### Gate families picked out

Drawn at 6 px/um.
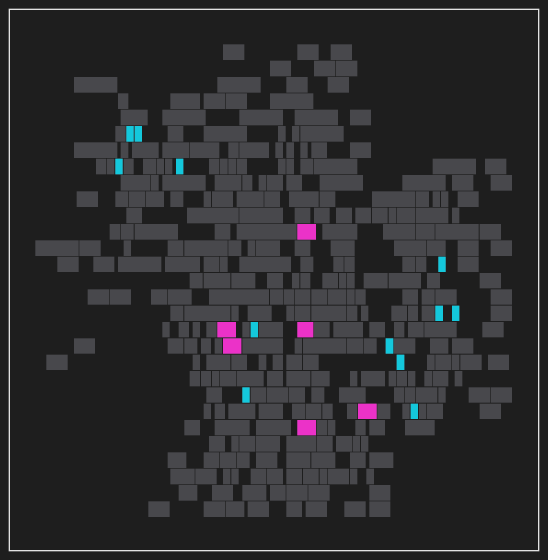
### The metal 2 layer

Drawn at 3 px/um.
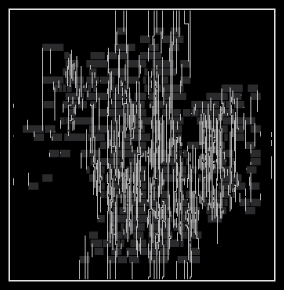
### Congestion heat map

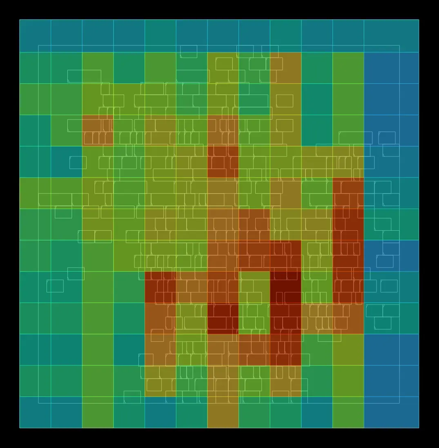
$ cat src/rtl/uart_tx_arbiter.sv
// rtl/uart_tx_arbiter.sv - round-robin arbiter sharing one UART transmitter among byte sources
module uart_tx_arbiter #(
   parameter int NUM_REQ       = 4,
   parameter int DATA_WIDTH    = 8,
   parameter int START_TIMEOUT = 4,
   localparam int IDW  = (NUM_REQ > 1) ? $clog2(NUM_REQ) : 1,
   localparam int CNTW = $clog2(START_TIMEOUT + 1)
) (
   input  logic                          clk,
   input  logic                          rst,
   input  logic [NUM_REQ-1:0]            req_valid,
   input  logic [NUM_REQ*DATA_WIDTH-1:0] req_data,
   output logic [NUM_REQ-1:0]            req_ready,
   output logic                          tx_start,
   output logic [DATA_WIDTH-1:0]         tx_data,
   input  logic                          tx_busy,
   output logic [IDW-1:0]                grant_id,
   output logic                          active,
   output logic                          timeout_err
);

   typedef enum logic [1:0] {
      IDLE      = 2'd0,
      START     = 2'd1,
      WAIT_BUSY = 2'd2,
      WAIT_DONE = 2'd3
   } state_t;

   state_t                  state_q, state_d;
   logic [IDW-1:0]          ptr_q, ptr_d;
   logic [CNTW-1:0]         cnt_q, cnt_d;
   logic [DATA_WIDTH-1:0]   tx_data_q, tx_data_d;
   logic [IDW-1:0]          grant_q, grant_d;
   logic [NUM_REQ-1:0]      req_ready_q, req_ready_d;
   logic                    tx_start_q, tx_start_d;
   logic                    active_q, active_d;
   logic                    timeout_err_q, timeout_err_d;

   logic                    hi_found, lo_found, sel_found;
   logic [IDW-1:0]          hi_idx, lo_idx, sel_idx;
   logic [DATA_WIDTH-1:0]   hi_data, lo_data, sel_data;

   // Rotating priority: lowest set index at or above ptr wins, else lowest set index overall
   always_comb begin
      hi_found = 1'b0;
      lo_found = 1'b0;
      hi_idx   = '0;
      lo_idx   = '0;
      hi_data  = '0;
      lo_data  = '0;
      for (int i = NUM_REQ - 1; i >= 0; i--) begin
         if (req_valid[i]) begin
            lo_found = 1'b1;
            lo_idx   = IDW'(i);
            lo_data  = req_data[i*DATA_WIDTH +: DATA_WIDTH];
            if (IDW'(i) >= ptr_q) begin
               hi_found = 1'b1;
               hi_idx   = IDW'(i);
               hi_data  = req_data[i*DATA_WIDTH +: DATA_WIDTH];
            end
         end
      end
      sel_found = hi_found | lo_found;
      sel_idx   = hi_found ? hi_idx  : lo_idx;
      sel_data  = hi_found ? hi_data : lo_data;
   end

   // Next-state and registered-output logic; outputs are computed one cycle ahead
   always_comb begin
      state_d       = state_q;
      ptr_d         = ptr_q;
      cnt_d         = cnt_q;
      tx_data_d     = tx_data_q;
      grant_d       = grant_q;
      req_ready_d   = '0;
      tx_start_d    = 1'b0;
      timeout_err_d = 1'b0;
      case (state_q)
         IDLE: begin
            if (sel_found) begin
               tx_data_d            = sel_data;
               grant_d              = sel_idx;
               req_ready_d[sel_idx] = 1'b1;
               tx_start_d           = 1'b1;
               state_d              = START;
            end
         end
         START: begin
            // Winner becomes lowest priority for the next arbitration
            ptr_d   = (grant_q == IDW'(NUM_REQ - 1)) ? '0 : grant_q + 1'b1;
            cnt_d   = '0;
            state_d = WAIT_BUSY;
         end
         WAIT_BUSY: begin
            // The error pulse is already out when the counter hits the limit; leave and drop the byte
            if (cnt_q == CNTW'(START_TIMEOUT)) begin
               state_d = IDLE;
            end else if (tx_busy) begin
               state_d = WAIT_DONE;
            end else begin
               cnt_d = cnt_q + 1'b1;
               if (cnt_q == CNTW'(START_TIMEOUT - 1)) begin
                  timeout_err_d = 1'b1;
               end
            end
         end
         WAIT_DONE: begin
            if (!tx_busy) begin
               state_d = IDLE;
            end
         end
         default: state_d = IDLE;
      endcase
      active_d = (state_d != IDLE);
   end

   // State and output registers with synchronous reset
   always_ff @(posedge clk) begin
      if (rst) begin
         state_q       <= IDLE;
         ptr_q         <= '0;
         cnt_q         <= '0;
         tx_data_q     <= '0;
         grant_q       <= '0;
         req_ready_q   <= '0;
         tx_start_q    <= 1'b0;
         active_q      <= 1'b0;
         timeout_err_q <= 1'b0;
      end else begin
         state_q       <= state_d;
         ptr_q         <= ptr_d;
         cnt_q         <= cnt_d;
         tx_data_q     <= tx_data_d;
         grant_q       <= grant_d;
         req_ready_q   <= req_ready_d;
         tx_start_q    <= tx_start_d;
         active_q      <= active_d;
         timeout_err_q <= timeout_err_d;
      end
   end

   assign req_ready   = req_ready_q;
   assign tx_start    = tx_start_q;
   assign tx_data     = tx_data_q;
   assign grant_id    = grant_q;
   assign active      = active_q;
   assign timeout_err = timeout_err_q;

endmodule

$ cat config.mk
export PLATFORM = sky130hd
export DESIGN_NAME = uart_tx_arbiter
export DESIGN_NICKNAME = d
export VERILOG_FILES = /design/src/rtl/uart_tx_arbiter.sv
export SDC_FILE = /design/constraint.sdc
export NUM_CORES = 1
export LEC_CHECK = 0
export CAP_MARGIN = 20
export CORE_AREA = 4 4 84 86
export CTS_BUF_LIST = sky130_fd_sc_hd__clkbuf_4 sky130_fd_sc_hd__clkbuf_8
export CTS_CLUSTER_DIAMETER = 50
export DETAILED_ROUTE_END_ITERATION = 8
export DIE_AREA = 0 0 88 90
export PLACE_DENSITY = 0.67
export SLEW_MARGIN = 20
export SYNTH_ARGS = -nofsm -noshare
export SYNTH_HDL_FRONTEND = slang
export SYNTH_SLANG_ARGS = --single-unit
export TNS_END_PERCENT = 10
$ cat constraint.sdc
create_clock -name clk -period 1.5 [get_ports clk]
set_input_delay 0.15 -clock clk [delete_from_list [all_inputs] [get_ports clk]]
set_output_delay 0.15 -clock clk [all_outputs]
set_load 0.01 [all_outputs]
==> GITHUB_STEP_SUMMARY <==
## PnR job results

| Metric | Value |
|---|---|
| Setup Viol. Count Final | 4 |
| Post-Syn Instances | 236 |
| Top logic family | AND-OR/OR-AND gates |
| Number of global-route vias before repair | 2,027 |
| Remaining DRCs | 0 |
| Cell-internal power | 1490 uW |
| Critical path buffers and inverters | 1 |
| Final min period | 1.508 ns |
| RR Startpoint | ptr_q[0] |
| Ys flop type | dfxtp_1 |
| Post-detail-place hpwl | 4553 um |
| Post-CTS Resized | 27 |
| Max clock buf depth | 2 |
| Hold path start | grant_id[1] |
| FFs w/ async S/R, synth | 0% |
| Capture point of the critical path | tx_data[0] |
| IO Pins | 56 |
| Worst slew pin tran | 0.4302 ns |
| Pre-CTS WS | -0.4810 ns |
| CP Data Arrival Time | 1.66 ns |
| Largest net degree at the start of global routing | 19 |
| Synth cell count leaders | nand2_1, nor2_1, dfxtp_1 |
| Met3 Routed Length | 377 um |
| Reg2reg setup slack | -0.008 ns |
| Number of port buffers | 55 |
| Nets | 368 |
| VDD IR max | 398.4 uV |
| CTS sink count | 24 |
| Failing checks | negative setup slack |
| Worst Slack Setup Final | -0.007825 ns |
| Outcome | finished with violations |
| Crit path largest cell delay | 0.37 ns |
| Dpl cells | 389 |
| Core area | 0.006277 mm^2 |
-- 'Gate families picked out' (at the start) --
Key: inv cells = cyan [cells 12, most used inv_1]; non-inverting ao/oa cells = magenta [cells 6, most used o22a_1, where middle]
Top cell excl fill/tap: clkdlybuf4s50_1
Layout Cells excl Fill: 401
logic share of the area: 44.43%

-- 'The metal 2 layer' (at the start) --
The wires run mostly vertical. The layer holds 51% of the routed length. The longest straight run is 30.6 um. 325 nets have wire on it. The layer carries 3,010 um of wire.
Vias: 2,040
Routed WL: 5941 um

-- 'Congestion heat map' (at the start) --
M3 GR Usage: 3.016%
busiest grt layer: met2
met2 Use GR: 25.63%
Core Util, Final: 46.70%
routed length per instance: 14.82 um

cells in the final DEF, fill, tap and decap left out, types with 4 or more instances in the layout:
cell             count
nand2b_1             8
o22a_1               5
nor2_1              24
o21ai_0              9
mux2_2               4
inv_1               12
clkbuf_8             4
buf_4               38
o211ai_1            12
a21oi_1             20
nand2_1             34
dfxtp_1             22
buf_6               10
ha_1                 4
clkdlybuf4s50_1     52
cell type report:
| class | instances | area (um^2) |
|---|---|---|
| inverter | 12 | 45.04 |
| sequential | 24 | 488.0 |
| fill | 586 | 3346 |
| timing repair buffer | 103 | 944.7 |
| tap | 77 | 96.34 |
| clock buffer | 4 | 55.05 |
| multi-input combinational | 181 | 1303 |
Power is estimated from default activity; no workload was simulated.
